Run 1, M1 wires:
Bar = 20 µm.
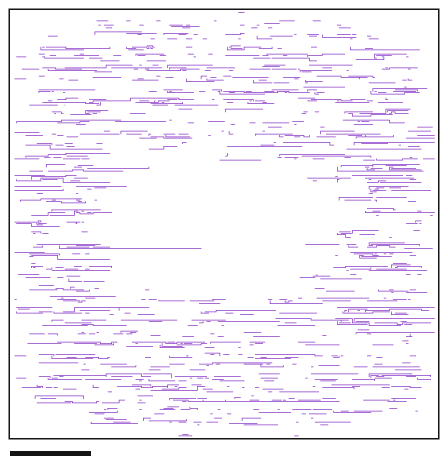
Run 1, the metal 2 layer:
Bar = 20 µm. Cells faint in the background.
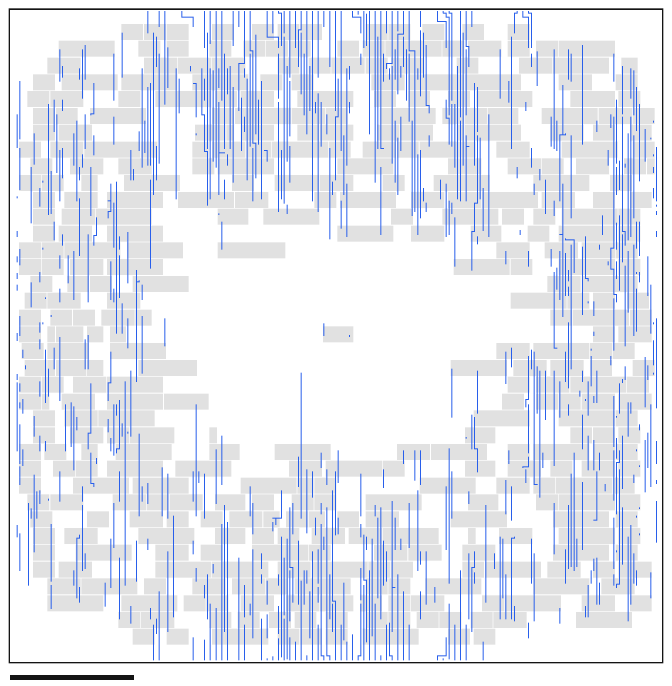
Run 1, met3 routing:
Bar = 20 µm. Cells faint in the background.
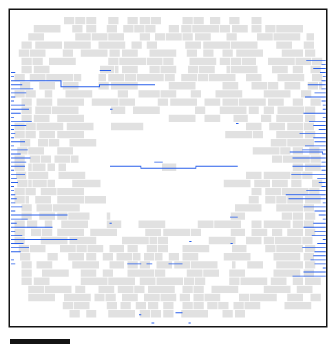
==> src/rtl/cpu_pkg.sv <==
// rtl/cpu_pkg.sv - shared execute-to-memory pipeline types and widths
package cpu_pkg;

  localparam int ALU_W_DEF = 16;
  localparam int PC_W_DEF  = 32;
  localparam int SP_SEL_W  = 3;

  typedef struct packed {
    logic [1:0]          wb;
    logic                memRead;
    logic                memWrite;
    logic                en32;
    logic                isStack;
    logic                isPushPc;
    logic                isPrevSP;
    logic [SP_SEL_W-1:0] spSelect;
    logic [ALU_W_DEF-1:0] aluData;
    logic [PC_W_DEF-1:0] pc;
    logic [PC_W_DEF-1:0] storeData;
  } ex_mem_t;

  // A bubble must not trigger a memory access or a register write-back.
  function automatic ex_mem_t bubble(input ex_mem_t p);
    ex_mem_t q;
    q          = p;
    q.wb       = 2'b00;
    q.memRead  = 1'b0;
    q.memWrite = 1'b0;
    return q;
  endfunction

endpackage

==> src/rtl/ex_mem_buffer.sv <==
// rtl/ex_mem_buffer.sv - execute-to-memory pipeline buffer with valid/ready handshake
// Define EX_MEM_SKID_EN for the two-entry skid buffer; otherwise a single register stage.
module ex_mem_buffer
  import cpu_pkg::*;
#(
  parameter int ALU_W = ALU_W_DEF,
  parameter int PC_W  = PC_W_DEF
) (
  input  logic       clk,
  input  logic       i_reset_n,
  input  logic       i_valid,
  output logic       o_ready,
  input  ex_mem_t    i_payload,
  output logic       o_valid,
  input  logic       i_ready,
  output ex_mem_t    o_payload,
  input  logic       i_flush,
  output logic [1:0] o_occupancy
);

  // Only the low ALU_W / PC_W bits are carried; upper bits of the fixed-width bundle read as zero.
  localparam int ALU_KEEP = (ALU_W < ALU_W_DEF) ? ALU_W : ALU_W_DEF;
  localparam int PC_KEEP  = (PC_W < PC_W_DEF) ? PC_W : PC_W_DEF;
  localparam logic [ALU_W_DEF-1:0] ALU_MASK = {ALU_W_DEF{1'b1}} >> (ALU_W_DEF - ALU_KEEP);
  localparam logic [PC_W_DEF-1:0]  PC_MASK  = {PC_W_DEF{1'b1}} >> (PC_W_DEF - PC_KEEP);

  ex_mem_t w_in;
  ex_mem_t r_main;
  logic    r_valid;
  logic    w_accept;
  logic    w_emit;
  logic    w_ready;

  always_comb begin
    w_in           = i_payload;
    w_in.aluData   = i_payload.aluData & ALU_MASK;
    w_in.pc        = i_payload.pc & PC_MASK;
    w_in.storeData = i_payload.storeData & PC_MASK;
  end

  assign w_accept = i_valid && w_ready;
  assign w_emit   = r_valid && i_ready;

`ifdef EX_MEM_SKID_EN
  ex_mem_t r_skid;
  logic    r_skid_valid;
  logic    r_ready;

  always_ff @(posedge clk or negedge i_reset_n) begin
    if (!i_reset_n) begin
      r_main       <= '0;
      r_skid       <= '0;
      r_valid      <= 1'b0;
      r_skid_valid <= 1'b0;
      r_ready      <= 1'b1;
    end else if (i_flush) begin
      r_valid      <= 1'b0;
      r_skid_valid <= 1'b0;
      r_ready      <= 1'b1;
    end else if (r_skid_valid) begin
      if (w_emit) begin
        r_main       <= r_skid;
        r_skid_valid <= 1'b0;
        r_ready      <= 1'b1;
      end
    end else if (w_accept && r_valid && !w_emit) begin
      r_skid       <= w_in;
      r_skid_valid <= 1'b1;
      r_ready      <= 1'b0;
    end else if (w_accept) begin
      r_main  <= w_in;
      r_valid <= 1'b1;
    end else if (w_emit) begin
      r_valid <= 1'b0;
    end
  end

  // Registered ready keeps i_ready out of the upstream timing path.
  assign w_ready     = r_ready;
  assign o_occupancy = {r_skid_valid, r_valid & ~r_skid_valid};
`else
  always_ff @(posedge clk or negedge i_reset_n) begin
    if (!i_reset_n) begin
      r_main  <= '0;
      r_valid <= 1'b0;
    end else if (i_flush) begin
      r_valid <= 1'b0;
    end else if (w_accept) begin
      r_main  <= w_in;
      r_valid <= 1'b1;
    end else if (w_emit) begin
      r_valid <= 1'b0;
    end
  end

  assign w_ready     = !r_valid || i_ready;
  assign o_occupancy = {1'b0, r_valid};
`endif

  assign o_ready   = w_ready;
  assign o_valid   = r_valid;
  assign o_payload = r_valid ? r_main : bubble(r_main);

endmodule

==> config.mk <==
export PLATFORM = sky130hd
export DESIGN_NAME = ex_mem_buffer
export DESIGN_NICKNAME = d
export VERILOG_FILES = /design/src/rtl/cpu_pkg.sv /design/src/rtl/ex_mem_buffer.sv
export SDC_FILE = /design/constraint.sdc
export NUM_CORES = 1
export LEC_CHECK = 0
export CAP_MARGIN = 20
export CORE_UTILIZATION = 43
export CTS_CLUSTER_SIZE = 20
export DETAILED_ROUTE_END_ITERATION = 8
export PLACE_DENSITY = 0.84
export SLEW_MARGIN = 20
export SYNTH_ARGS = -nofsm -noshare
export SYNTH_HDL_FRONTEND = slang
export SYNTH_SLANG_ARGS = --single-unit
==> constraint.sdc <==
create_clock -name clk -period 2.2 [get_ports clk]
set_clock_uncertainty 0.1 [all_clocks]
set_input_delay 0.44 -clock clk [delete_from_list [all_inputs] [get_ports clk]]
set_output_delay 0.44 -clock clk [all_outputs]
set_load 0.02 [all_outputs]
==> notes.md, run 1 <==
On the final layout, the worst hold slack is 0.02017 ns. The tools report the cell at the root of the clock tree as sky130_fd_sc_hd__clkbuf_8. The logs give 0 for the total global routing overflow and 292 for the number of standard cells reported by yosys. The post-route total power is 5.008 mW. The horizontal die dimension reported for this design is 105.6 µm. The wire length of the first global-routing pass was 14210 µm. Routability-driven placement finished with a final weighted congestion of 0.7319. The run gives 65 as the number of DRC markers after the initial detailed-route iteration. The synthesis run identifies the leading combinational cell family as multiplexers. At floorplan, the net count of the design was reported as 388. Leaving out fill and tap cells, the most frequent cells in the layout are 187 x sky130_fd_sc_hd__clkdlybuf4s50_1, 91 x sky130_fd_sc_hd__dfrtp_1, 90 x sky130_fd_sc_hd__mux2_4. Averaged over all synthesized cells, the footprint is 15.79 µm².

The critical path launch point type was a flop. After detailed routing, the number of remaining DRC violations is 0. In this run the deepest clock path goes through 2 buffers. At the later pin of the worst-skew pair, clock insertion delay measures 0.34 ns.

The number of antenna diodes in the final layout is 0. The run gives 1.520% for the simple-gate area share of the yosys netlist. The number of antenna violations at the first check in global routing came out at 0. Entering global routing, the biggest net connects 93 pins. Looking at the worst setup and hold paths, the clock pins of their registers show a slew of 0.08 ns.

The logs give 831 for the number of fill cells in the layout and 4611 µm² for the area of the synthesized netlist per yosys stat. The tools report the beginning of the worst register-to-register path as o_valid. Power spread over the standard cell area amounts to 816.3 nW/µm². According to the floorplan log, the row count is 37. For reference, the mux area share after synthesis is 29.55%.

The flow ran to the end, and the final reports show no timing, DRC or antenna violations. Detailed placement finished with a half-perimeter wire length of 6577 µm. AND-OR/OR-AND share of the synthesized area: 0%. For the global routing usage summed across all routing layers, the log shows 16.62%.

The count of final max-slew check failures came out at 0. For flop-to-flop paths, the worst setup slack is 0.45 ns.
## Picture notes: 'M1 wires'
longest straight run = 37.3 µm
nets with wire on the layer = 412
share of all routed wire = 42%
wire length on this layer = 3720 µm
main direction = horizontal
aggregate routed wire length: 8873 µm
via total after detailed routing: 2446
GR Util met1: 20.33%

## Picture notes: 'the metal 2 layer'
main direction = vertical
longest straight run = 33.0 µm
met2 Resource Use GR: 27.87%

## Picture notes: 'met3 routing'
wire length on this layer = 538 µm
share of all routed wire = 6.1%
main direction = horizontal
met3 track demand over resource in global routing: 3.711%

-- run 1: timing repair --
item / in CTS / in global routing
setup endpoints to repair: 4 / 1
resized: 1 / 1
cloned: 0 / 0
-- run 1: worst max-delay path by stage --
| stage | startpoint | endpoint | cells after the start |
|---|---|---|---|
| final | o_valid | o_payload[88] | 2 |
| after global routing | o_valid | o_payload[88] | 2 |
| after CTS | i_ready | o_ready | 4 |
| after detailed placement | i_ready | o_ready | 4 |
| after global placement | i_ready | o_ready | 4 |
| after floorplan | o_valid | r_main[0] | 5 |
-- run 1: synth_stat cells --
master / count / share of area, %
sky130_fd_sc_hd__dfrtp_1: 92 / 50
sky130_fd_sc_hd__mux2_4: 90 / 29
sky130_fd_sc_hd__buf_4: 89 / 14
sky130_fd_sc_hd__buf_12: 10 / 4.3
sky130_fd_sc_hd__and2_2: 4 / 0.65
sky130_fd_sc_hd__nor2_1: 2 / 0.16
sky130_fd_sc_hd__conb_1: 1 / 0.081
sky130_fd_sc_hd__inv_1: 1 / 0.081
sky130_fd_sc_hd__mux2_2: 1 / 0.24
sky130_fd_sc_hd__nor2b_4: 1 / 0.30
sky130_fd_sc_hd__nor3b_4: 1 / 0.41
-- run 1: routing by layer --
metal	GRT usage [%]	up-vias	routed length, µm
li1	-	1099	-
met1	20.33	1212	3715
met2	27.87	116	4423
met3	3.711	19	537
met4	7.837	0	197
met5	0	-	0
-- run 1: kinds of logic (layout without fill, tap and decap cells) --
group	Yosys count	in the layout
muxes	91	91
and+or+nand+nor	8	8
DFF	92	92
other	1	1
buffers and inverters	100	217
-- run 1: registers in the layout, indices dropped and copies added (netlist names) --
| signal | flops |
|---|---|
| r_main | 91 |
| o_valid | 1 |
-- run 1: where the power goes --
part	internal [mW]	switching (mW)	leakage, nW	total [mW]
logic	1.04	0.678	1.51	1.72
registers	1.98	0.182	1.08	2.16
clock network	0.591	0.539	0.0979	1.13
total	3.61	1.40	2.69	5.01
-- run 1: layout make-up --
class | count | area share, %
clock buffer | 15 | 2.713
clock inverter | 1 | 0.4895
inverter | 1 | 0.06119
multi-input combinational | 100 | 23.41
sequential | 92 | 37.55
tap | 136 | 2.774
timing repair buffer | 200 | 33.00
## Run 2: what changed since run 1
--- a/config.mk
+++ b/config.mk
@@ -7,7 +7,7 @@
 export LEC_CHECK = 0
 export CAP_MARGIN = 20
 export CORE_UTILIZATION = 43
-export CTS_CLUSTER_SIZE = 20
+export CTS_CLUSTER_SIZE = 24
 export DETAILED_ROUTE_END_ITERATION = 8
 export PLACE_DENSITY = 0.84
 export SLEW_MARGIN = 20
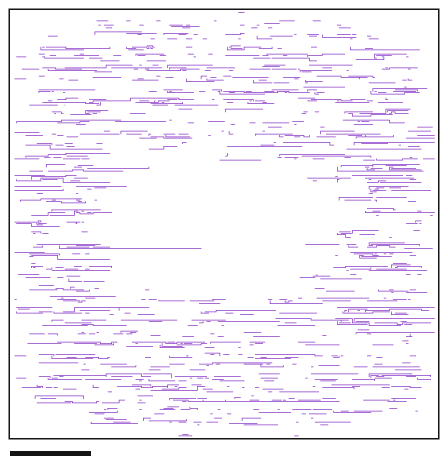
Run 2: M1 wires
Bar = 20 µm.
longest straight run = 37.3 µm
main direction = horizontal
nets with wire on the layer = 412
wire length on this layer = 3720 µm

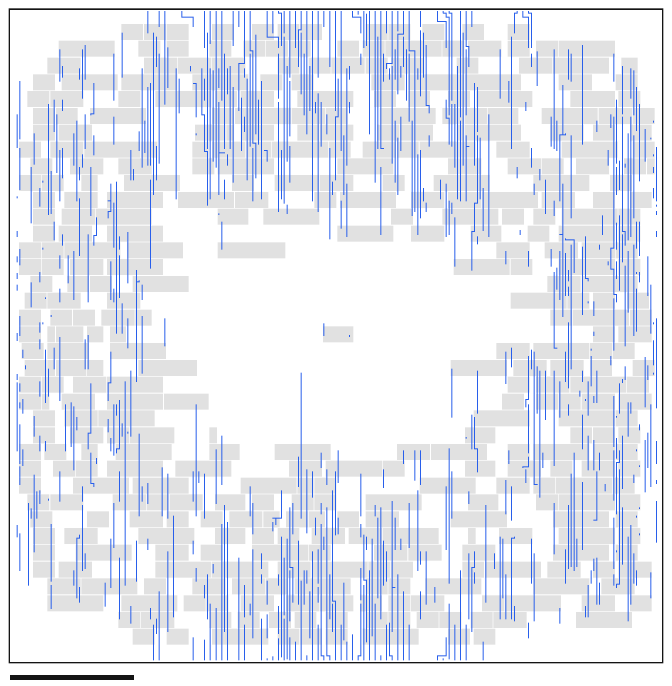
Run 2: the metal 2 layer
Bar = 20 µm. Cells faint in the background.
longest straight run = 33.0 µm
wire length on this layer = 4420 µm

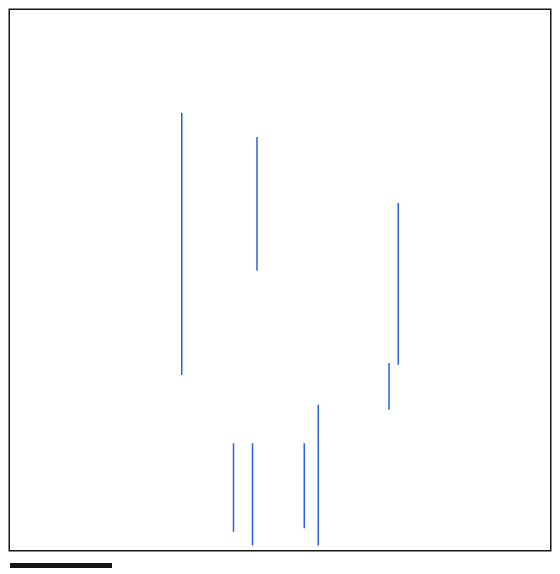
Run 2: met4 routing
Bar = 20 µm.
nets with wire on the layer = 6
main direction = vertical

==> run 2 against run 1 <==
Combinational power is essentially flat. Design area is the same. Critical path type unchanged. Clock power is essentially flat. Largest cell class unchanged. Via count is the same.
==> notes.md, run 2 <==
The run gives 6577 µm (unchanged) as the HPWL after detailed placement. The area of the synthesized netlist per yosys stat is 4611 µm² (unchanged), and the async set-reset flop share out of synthesis is 100.0% (unchanged). The horizontal die size works out to 105.6 µm (unchanged). Count of final max-slew check failures: 0 (unchanged).

The number of antenna violations at the first check in global routing came out at 0 (unchanged). The tools report the number of vias after detailed routing as 2446 (unchanged). Most frequent cell after synthesis: sky130_fd_sc_hd__dfrtp_1 (unchanged).

The logs give 34.3% (about the same) for the relative contribution of combinational cells to total power and 3.608 mW (unchanged) for the cell-internal power. Synth top cells by count: 92 x sky130_fd_sc_hd__dfrtp_1, 90 x sky130_fd_sc_hd__mux2_4, 89 x sky130_fd_sc_hd__buf_4, 10 x sky130_fd_sc_hd__buf_12, 4 x sky130_fd_sc_hd__and2_2 (unchanged). The synthesized net count is 388 (unchanged), and the average footprint of a synthesized cell is 15.79 µm² (unchanged). For the number of DRC markers after the initial detailed-route iteration, the log shows 65 (unchanged).

The worst-case clock buffer depth is 2 (unchanged), and the wire length of the first global-routing pass is 14210 µm (unchanged). The dominant cell type by area after synthesis was sky130_fd_sc_hd__dfrtp_1 (unchanged). Most frequent logic cells in the routed design: 187 x sky130_fd_sc_hd__clkdlybuf4s50_1, 91 x sky130_fd_sc_hd__dfrtp_1, 90 x sky130_fd_sc_hd__mux2_4 (unchanged). The run finished with clean final reports. Number of rows created at floorplan: 37 (unchanged). The number of instances in the synthesized netlist was 292 (unchanged); the sequential group share of total power was 43.1% (about the same).

The run gives 0.08 ns (about the same) for the CTS clock-pin slew for the worst setup and hold paths. The share of the synthesized area in the top cell type was 49.93% (unchanged). Cell types occupying the most area after synthesis: sky130_fd_sc_hd__dfrtp_1 50%, sky130_fd_sc_hd__mux2_4 29%, sky130_fd_sc_hd__buf_4 14% (unchanged). The number of enable-type register cells in the synthesized netlist works out to 0 (unchanged). For the number of buffers inserted during clock tree synthesis, the log shows 9 (unchanged). The cell at the root of the clock tree is sky130_fd_sc_hd__clkbuf_8 (unchanged). The run gives 0.7319 (unchanged) as the placer's final routability congestion estimate.

For the DRC violations left, the log shows 0 (unchanged). The maximum number of pins on one net before global-route repair was 93 (unchanged). For the clock latency at the later pin of the worst-skew pair, the log shows 0.34 ns (about the same).

The prevailing post-synth register cell was sky130_fd_sc_hd__dfrtp_1 (unchanged). The beginning of the worst register-to-register path is o_valid (unchanged). The power density over cell area came out at 816.3 nW/µm² (unchanged).

The power share of the clock group was 22.6% (about the same); the global routing usage summed across all routing layers was 16.62% (unchanged). The number of antenna repair diodes came out at 0 (unchanged). The number of standard cells reported by yosys came out at 292 (unchanged). The setup slack of the worst register-to-register path was 0.45 ns (about the same); the flip-flop count of the largest register, all copies and words added was 91 (unchanged). The run gives 8873 µm (unchanged) as the sum of routed wire length over all layers. The register containing the most flip-flops in the final layout was r_main (unchanged). Number of fill cells in the layout: 831 (unchanged). The switching share of power was 27.95% (unchanged). The critical path launch point type was a flop (unchanged). The logic depth of the worst register-to-register path was 5 (unchanged).
-- run 2: cell counts in the layout (fill, tap and decap cells not counted) --
Identical to the previous run, type by type.
-- run 2: metrics by stage --
step | worst slack [ns] | total power, mW | utilization, % | hold slack, ns | cell area [µm²]
floorplan | 0.5090 | 3.441 | - | 0.04441 | 4611
global placement | 0.02118 | 3.872 | 57.23 | 0.3870 | 5934
detailed placement | 0.01644 | 3.917 | 57.23 | 0.3913 | 5934
CTS | 0.01682 | 5.074 | 59.13 | 0.04099 | 6132
global route | 0.02065 | 5.240 | 59.16 | 0.03886 | 6135
finish | 0.1084 | 5.008 | 59.16 | 0.02017 | 6135
-- run 2: layer usage --
layer | GRT usage [%] | part of all wire, % | vias up
li1 | - | - | 1099
met1 | 20.33 | 42 | 1212
met2 | 27.87 | 50 | 116
met3 | 3.711 | 6.1 | 19
met4 | 7.837 | 2.2 | 0
met5 | 0 | 0 | -
-- run 2: worst max-delay path by stage --
stage	from	slack [ns]	to	cells past startpoint
after floorplan	o_valid	0.51	r_main[0]	5
after global placement	i_ready	0.02	o_ready	4
after detailed placement	i_ready	0.02	o_ready	4
after CTS	i_ready	0.02	o_ready	4
after global routing	o_valid	0.02	o_payload[88]	2
final	o_valid	0.11	o_payload[88]	2
-- run 2: layout make-up --
class | count | share of cell area (%)
Clock buffer | 15 | 2.713
Tap cell | 136 | 2.774
Timing Repair Buffer | 200 | 33.00
Clock inverter | 1 | 0.4895
Multi-Input combinational cell | 100 | 23.41
Inverter | 1 | 0.06119
Sequential cell | 92 | 37.55
-- run 2: kinds of logic after synthesis --
logic type	Yosys count	synth area share, %
simple gates	8	1.520
other cells	1	0.08133
buf+inv	100	18.91
flops	92	49.93
mux	91	29.55
-- run 2: critical path: cells and delay by family (launching register included) --
kind | cells | cell delay [ns]
and+or+nand+nor | 1 | 0.21
buffers and inverters | 1 | 0.54
DFF | 1 | 0.46
-- run 2: what timing repair did --
item / CTS / global route
pin swaps: 0 / 0
setup buffers: 0 / 0
endpoints found under the setup margin: 4 / 1
gates resized: 1 / 1
-- run 2: power by group through the flow --
stage	logic, mW	clock network (mW)	registers [mW]
after floorplan	1.32	0	2.12
after global placement	1.70	0	2.17
after detailed placement	1.73	0	2.18
after CTS	1.74	1.17	2.16
after global routing	1.80	1.24	2.20
final	1.72	1.13	2.16
Power is estimated from default activity; no workload was simulated.
